===== src/rtl/pipelined_addsub_if.sv =====
// Streaming handshake bundle for pipelined_addsub.
// out_ovf exists only when ADDSUB_OVERFLOW_FLAG_EN is defined.
interface pipelined_addsub_if #(
    parameter int WIDTH = 32
);
    logic             in_valid;
    logic             in_ready;
    logic [WIDTH-1:0] in_a;
    logic [WIDTH-1:0] in_b;
    logic             in_sub;
    logic             out_valid;
    logic             out_ready;
    logic [WIDTH:0]   out_sum;
`ifdef ADDSUB_OVERFLOW_FLAG_EN
    logic             out_ovf;

    modport master (
        output in_valid, in_a, in_b, in_sub, out_ready,
        input  in_ready, out_valid, out_sum, out_ovf
    );

    modport slave (
        input  in_valid, in_a, in_b, in_sub, out_ready,
        output in_ready, out_valid, out_sum, out_ovf
    );
`else
    modport master (
        output in_valid, in_a, in_b, in_sub, out_ready,
        input  in_ready, out_valid, out_sum
    );

    modport slave (
        input  in_valid, in_a, in_b, in_sub, out_ready,
        output in_ready, out_valid, out_sum
    );
`endif
endinterface


===== src/rtl/pipelined_addsub.sv =====
// Fully registered adder/subtractor with the carry chain split into STAGES segments.
// Optional signed-overflow output is enabled with ADDSUB_OVERFLOW_FLAG_EN.
module pipelined_addsub #(
    parameter int WIDTH  = 32,
    parameter int STAGES = 4
) (
    input logic               clock,
    input logic               reset,
    pipelined_addsub_if.slave bus
);
    localparam int SEG = WIDTH / STAGES;

    if (STAGES < 1 || STAGES > WIDTH || (WIDTH % STAGES) != 0) begin : g_bad_config
        $fatal(1, "pipelined_addsub: WIDTH=%0d must be divisible by STAGES=%0d (1..WIDTH)",
               WIDTH, STAGES);
    end

    // Index 0 is the input register, index STAGES is the output register.
    logic [WIDTH-1:0] a_q     [0:STAGES-1];
    logic [WIDTH-1:0] b_q     [0:STAGES-1];
    logic [WIDTH-1:0] sum_q   [0:STAGES];
    logic             carry_q [0:STAGES];
    logic             sub_q   [0:STAGES];
    logic             valid_q [0:STAGES];

    logic [SEG:0]     seg_res [1:STAGES];
    logic [WIDTH-1:0] sum_d   [1:STAGES];
    logic             advance;

`ifdef ADDSUB_OVERFLOW_FLAG_EN
    logic             msb_carry_d;
    logic             msb_carry_q;
`endif

    // Each stage adds one segment and merges it onto the finished low bits from the stage before.
    always_comb begin
        for (int k = 1; k <= STAGES; k++) begin
            seg_res[k] = {1'b0, a_q[k-1][(k-1)*SEG +: SEG]}
                       + {1'b0, b_q[k-1][(k-1)*SEG +: SEG]}
                       + {{SEG{1'b0}}, carry_q[k-1]};
            sum_d[k]   = sum_q[k-1] | (WIDTH'(seg_res[k][SEG-1:0]) << ((k-1)*SEG));
        end
    end

`ifdef ADDSUB_OVERFLOW_FLAG_EN
    // Carry into the MSB recovered from the MSB sum bit and its two operand bits.
    always_comb begin
        msb_carry_d = sum_d[STAGES][WIDTH-1] ^ a_q[STAGES-1][WIDTH-1] ^ b_q[STAGES-1][WIDTH-1];
    end
`endif

    assign advance = !valid_q[STAGES] || bus.out_ready;

    // Whole-pipe stall: nothing moves unless the output is empty or being taken.
    always_ff @(posedge clock) begin
        if (reset) begin
            for (int k = 0; k <= STAGES; k++) begin
                valid_q[k] <= 1'b0;
                sum_q[k]   <= '0;
                carry_q[k] <= 1'b0;
                sub_q[k]   <= 1'b0;
            end
            for (int k = 0; k < STAGES; k++) begin
                a_q[k] <= '0;
                b_q[k] <= '0;
            end
`ifdef ADDSUB_OVERFLOW_FLAG_EN
            msb_carry_q <= 1'b0;
`endif
        end else if (advance) begin
            valid_q[0] <= bus.in_valid;
            a_q[0]     <= bus.in_a;
            b_q[0]     <= bus.in_sub ? ~bus.in_b : bus.in_b;
            carry_q[0] <= bus.in_sub;
            sub_q[0]   <= bus.in_sub;
            sum_q[0]   <= '0;

            for (int k = 1; k <= STAGES; k++) begin
                valid_q[k] <= valid_q[k-1];
                if (k < STAGES || valid_q[k-1]) begin
                    sum_q[k]   <= sum_d[k];
                    carry_q[k] <= seg_res[k][SEG];
                    sub_q[k]   <= sub_q[k-1];
                end
            end

            // Consumed low operand bits are zeroed so only the upper part travels on.
            for (int k = 1; k < STAGES; k++) begin
                a_q[k] <= a_q[k-1] & ({WIDTH{1'b1}} << (k * SEG));
                b_q[k] <= b_q[k-1] & ({WIDTH{1'b1}} << (k * SEG));
            end

`ifdef ADDSUB_OVERFLOW_FLAG_EN
            if (valid_q[STAGES-1]) begin
                msb_carry_q <= msb_carry_d;
            end
`endif
        end
    end

    assign bus.in_ready  = advance;
    assign bus.out_valid = valid_q[STAGES];
    // Subtraction reports borrow, which is the inverted final carry.
    assign bus.out_sum   = {carry_q[STAGES] ^ sub_q[STAGES], sum_q[STAGES]};

`ifdef ADDSUB_OVERFLOW_FLAG_EN
    assign bus.out_ovf   = carry_q[STAGES] ^ msb_carry_q;
`endif

endmodule

===== src/flat_wrapper.sv =====
// flat-port wrapper written by rule: the top's interface ports become plain ports
module pipelined_addsub_flat 
#(
    parameter int WIDTH  = 32,
    parameter int STAGES = 4
)
  (clock, reset, bus_in_valid, bus_in_a, bus_in_b, bus_in_sub, bus_out_ready, bus_in_ready, bus_out_valid, bus_out_sum);
  pipelined_addsub_if #(.WIDTH(WIDTH)) bus_i ();
  input logic clock;
  input logic reset;
  input wire logic [$bits(bus_i.in_valid)-1:0] bus_in_valid;
  input wire logic [$bits(bus_i.in_a)-1:0] bus_in_a;
  input wire logic [$bits(bus_i.in_b)-1:0] bus_in_b;
  input wire logic [$bits(bus_i.in_sub)-1:0] bus_in_sub;
  input wire logic [$bits(bus_i.out_ready)-1:0] bus_out_ready;
  output wire logic [$bits(bus_i.in_ready)-1:0] bus_in_ready;
  output wire logic [$bits(bus_i.out_valid)-1:0] bus_out_valid;
  output wire logic [$bits(bus_i.out_sum)-1:0] bus_out_sum;
  assign bus_i.in_valid = bus_in_valid;
  assign bus_i.in_a = bus_in_a;
  assign bus_i.in_b = bus_in_b;
  assign bus_i.in_sub = bus_in_sub;
  assign bus_i.out_ready = bus_out_ready;
  assign bus_in_ready = bus_i.in_ready;
  assign bus_out_valid = bus_i.out_valid;
  assign bus_out_sum = bus_i.out_sum;
  pipelined_addsub #(.WIDTH(WIDTH), .STAGES(STAGES)) u_core (.clock(clock), .reset(reset), .bus(bus_i));
endmodule

===== config.mk =====
export PLATFORM = sky130hd
export DESIGN_NAME = pipelined_addsub_flat
export DESIGN_NICKNAME = d
export VERILOG_FILES = /design/src/rtl/pipelined_addsub_if.sv /design/src/rtl/pipelined_addsub.sv /design/src/flat_wrapper.sv
export SDC_FILE = /design/constraint.sdc
export NUM_CORES = 1
export LEC_CHECK = 0
export CAP_MARGIN = 20
export CORE_MARGIN = 4
export CORE_UTILIZATION = 35
export CTS_BUF_LIST = sky130_fd_sc_hd__clkbuf_16
export CTS_CLUSTER_DIAMETER = 100
export CTS_CLUSTER_SIZE = 10
export DETAILED_ROUTE_END_ITERATION = 16
export SLEW_MARGIN = 20
export SYNTH_ARGS = -nofsm -noshare
export SYNTH_HDL_FRONTEND = slang
export SYNTH_SLANG_ARGS = --single-unit

===== constraint.sdc =====
create_clock -name clock -period 7.3 [get_ports clock]
set_input_delay 0.73 -clock clock [delete_from_list [all_inputs] [get_ports clock]]
set_output_delay 0.73 -clock clock [all_outputs]
set_load 0.005 [all_outputs]

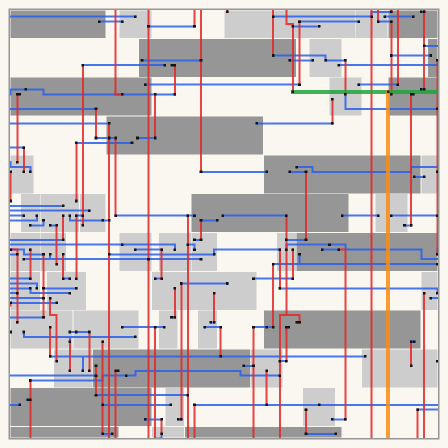
**Above:** layout detail.
Region (77, 40) to (107, 70) um. Cells in gray, sequential cells in the stronger gray; small squares are vias.
metal 1 -> blue
metal 2 -> red
metal 3 -> green
metal 4 -> orange
cells with their middle in the window = 40
sequential cells in the window = 10
netlist names of flops here include = `u_core.sum_q` (7), `u_core.b_q` (2)
most frequent = edfxtp_1 (10), and2_1 (8)

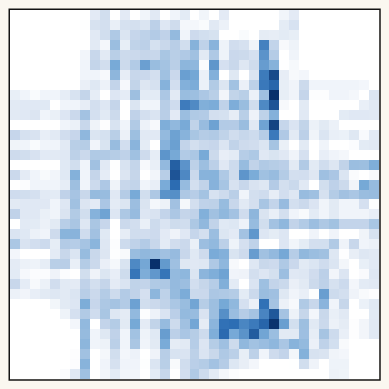
**Above:** wire density map.
Drawn at 2 px/um. The die is cut into 37 by 37 equal tiles; white is low, dark blue is high, scaled to the fullest tile. Values are wire area over tile area, all layers added.
fullest tile = 0.42
mean over tiles = 0.080
emptiest ninth of the die = top left
nearly empty tiles = 22%
tiles over half the peak = 5.0%
All-Layer GR Usage: 0.100
drt wl/cell: 13.7 um
via count: 5619
final wirelength: 17300 um

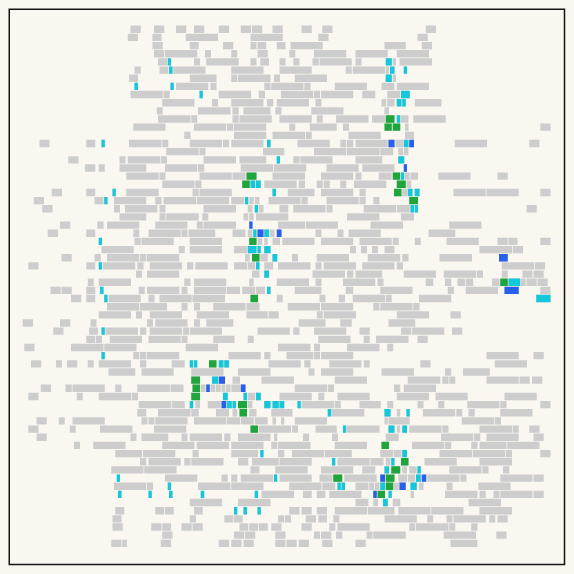
**Above:** logic cells by family.
Drawn at 3 px/um.
NOR gates -> cyan  # cells 92
NAND gates -> blue  # cells 16
AND-OR and OR-AND gates -> green  # cells 27
Final Non-Filler Cells: 1256
Comb/total area: 0.237

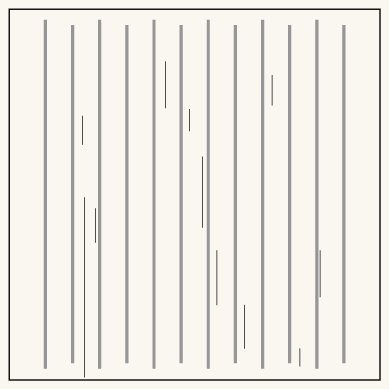
**Above:** metal 4.
Drawn at 2 px/um. Supply wires on this layer in gray.
share of all routed wire = 1.7%
wire length on this layer = 286 um
longest straight run = 89.8 um
nets with wire on the layer = 4
main direction = vertical

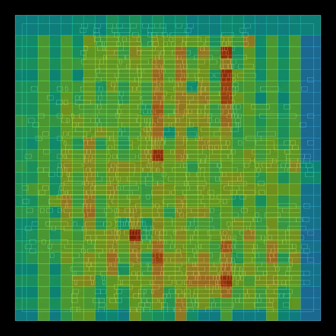
**Above:** track usage over the die.
fin util: 0.427
met2 track demand over resource: 0.158
met1 Resource Use GR: 0.140
Top Usage Layer GRT: met2
global routing usage on met3: 0.0241

## metal layers
metal,track usage,wire length [um],vias to the layer above
li1,-,-,2887
met1,0.140,8090,2605
met2,0.158,7920,102
met3,0.0241,959,25
met4,0.0278,286,0
met5,0,0,-
## power by group through the flow
stage / sequential (uW) / combinational [uW] / clock [uW]
final: 1710 / 212 / 1190
after global routing: 1720 / 241 / 1310
after CTS: 1710 / 218 / 1240
after detailed placement: 1740 / 217 / 0
after global placement: 1740 / 215 / 0
after floorplan: 1740 / 126 / 0
## final cells by class
class,instances,share of cell area
Clock buffer,29,0.0554
Multi-Input combinational cell,452,0.237
Tap cell,396,0.0378
Inverter,14,0.00411
Timing Repair Buffer,109,0.0821
Clock inverter,2,0.00134
Sequential cell,254,0.582
## cells in the final DEF, fill, tap and decap left out, types with 5 or more instances in the layout
cell / netlist / routed
buf_4: 0 / 5
nand3_1: 6 / 6
ha_1: 28 / 28
nor2b_1: 10 / 10
fa_1: 8 / 8
clkdlybuf4s50_1: 0 / 102
xnor2_1: 33 / 33
o21ai_0: 23 / 23
and2_1: 191 / 191
a21oi_1: 9 / 9
a21o_1: 6 / 6
edfxtp_1: 254 / 254
o21a_1: 11 / 11
a211oi_1: 12 / 12
clkbuf_16: 0 / 29
o31a_1: 9 / 9
inv_1: 13 / 13
nor3_1: 22 / 22
nor2_1: 57 / 56
## flip-flops by register name, indices dropped and copies added (netlist names)
| name | cells |
|---|---|
| u_core.a_q | 80 |
| u_core.b_q | 80 |
| u_core.carry_q | 4 |
| u_core.sub_q | 5 |
| u_core.sum_q | 80 |
| u_core.valid_q | 5 |
## how the worst max path moves through the flow
stage / startpoint / to / slack (ns) / depth (start not counted)
after floorplan: reset / u_core.a_q[0][0]$_SDFFCE_PN0P_ / 0.68 / 1
after global placement: reset / u_core.a_q[0][19]$_SDFFCE_PN0P_ / 4.05 / 3
after detailed placement: reset / u_core.a_q[0][20]$_SDFFCE_PN0P_ / 4.00 / 3
after CTS: reset / u_core.b_q[0][20]$_SDFFCE_PN0P_ / 4.54 / 3
after global routing: reset / u_core.b_q[0][54]$_SDFFCE_PN0P_ / 4.50 / 3
final: bus_out_ready / bus_in_ready / 4.62 / 4
## cell families (layout without fill, tap and decap cells)
logic type,Yosys count,after routing,synth area share
flops,254,254,0.699
compound gates,79,79,0.0506
fa+ha+maj,36,36,0.0468
simple gates,303,303,0.158
xor+xnor,34,34,0.0273
buf+inv,47,154,0.0181
## worst max-delay path, cell delays in order
cell	delay, ns
clkdlybuf4s50_1	0.45
nor2b_4	0.21
clkinv_2	0.11
clkdlybuf4s50_1	0.45
## metrics by stage
stage	total power [uW]	hold slack [ns]	setup slack, ns
final	3120	0.502	4.62
after floorplan	1860	0.497	0.676
after CTS	3170	0.496	4.54
after detailed placement	1960	0.501	4.00
after global routing	3270	0.516	4.50
after global placement	1960	0.499	4.05
==> GITHUB_STEP_SUMMARY <==
### Metrics collected by this job

| Metric | Value |
|---|---|
| Antenna cells | `0` |
| Area grow syn2layout | `20.0%` |
| RSZ-0062 raised after global routing | `no` |
| Internal power | `2500 uW` |
| Top_reg_cell synth | `edfxtp_1` |
| Worst Hold Class | `reg -> reg` |
| Crit-path max FO | `3` |
| Worst Setup End Kind | `output port` |
| Core area | `30700 um2` |
| Remaining DRCs | `0` |
| Die height | `185 um` |
| Syn Nets | `858` |
| Synth top cell by count | `edfxtp_1` |
| Gr ovfl total | `0` |
| R2r setup slk | `4.86 ns` |
| # resized after CTS | `0` |
| Starting density of the core | `0.356` |
| Crit start category | `input pin` |
| PortBufs | `103` |
| Final hold violations | `0` |
| Number of synthesized register bits | `254` |
| Post-Syn Area | `10900 um2` |
| Lkg Pwr | `0.00512 uW` |
| GPL Wtd Cong | `0.766` |
| Flop area | `7630 um2` |
| Hold-critical path depth | `1` |
| Worst VDD drop | `161 uV` |
| Cells after Synth | `753` |
| R2r endpoint | `u_core.carry_q[0][3]$_SDFFCE_PN0P_` |
| Clock Path Buffers | `3` |
| Net Sw Power | `618 uW` |
| Clock skew | `0.0165 ns` |
| Largest net degree at the start of global routing | `106` |
| CTS tree | `built` |
| R2R cell count | `6` |
| Final ANT Viol Nets | `0` |
| Top cells by count | `edfxtp_1, and2_1, nor2_1, xnor2_1, ha_1` |
| Syn Area/Cell | `14.5 um2` |
| Late-Pin Clk Latency | `0.53 ns` |
| Pwr/cell area | `238 nW/um2` |
| Worst-path clk slew | `0.05 ns` |
| Dpl cell area | `12400 um2` |
| CTS Buf Count | `29` |
| H-Tree Depth | `1` |
| # hold bufs at CTS | `0` |
| CTS Sinks | `254` |
| Synth top area share | `0.699` |
| Outcome | `complete, no violations` |
| Slew @ Worst Pin | `1.04 ns` |
| Critical path class | `in -> out` |
Power and IR drop assume default switching activity.
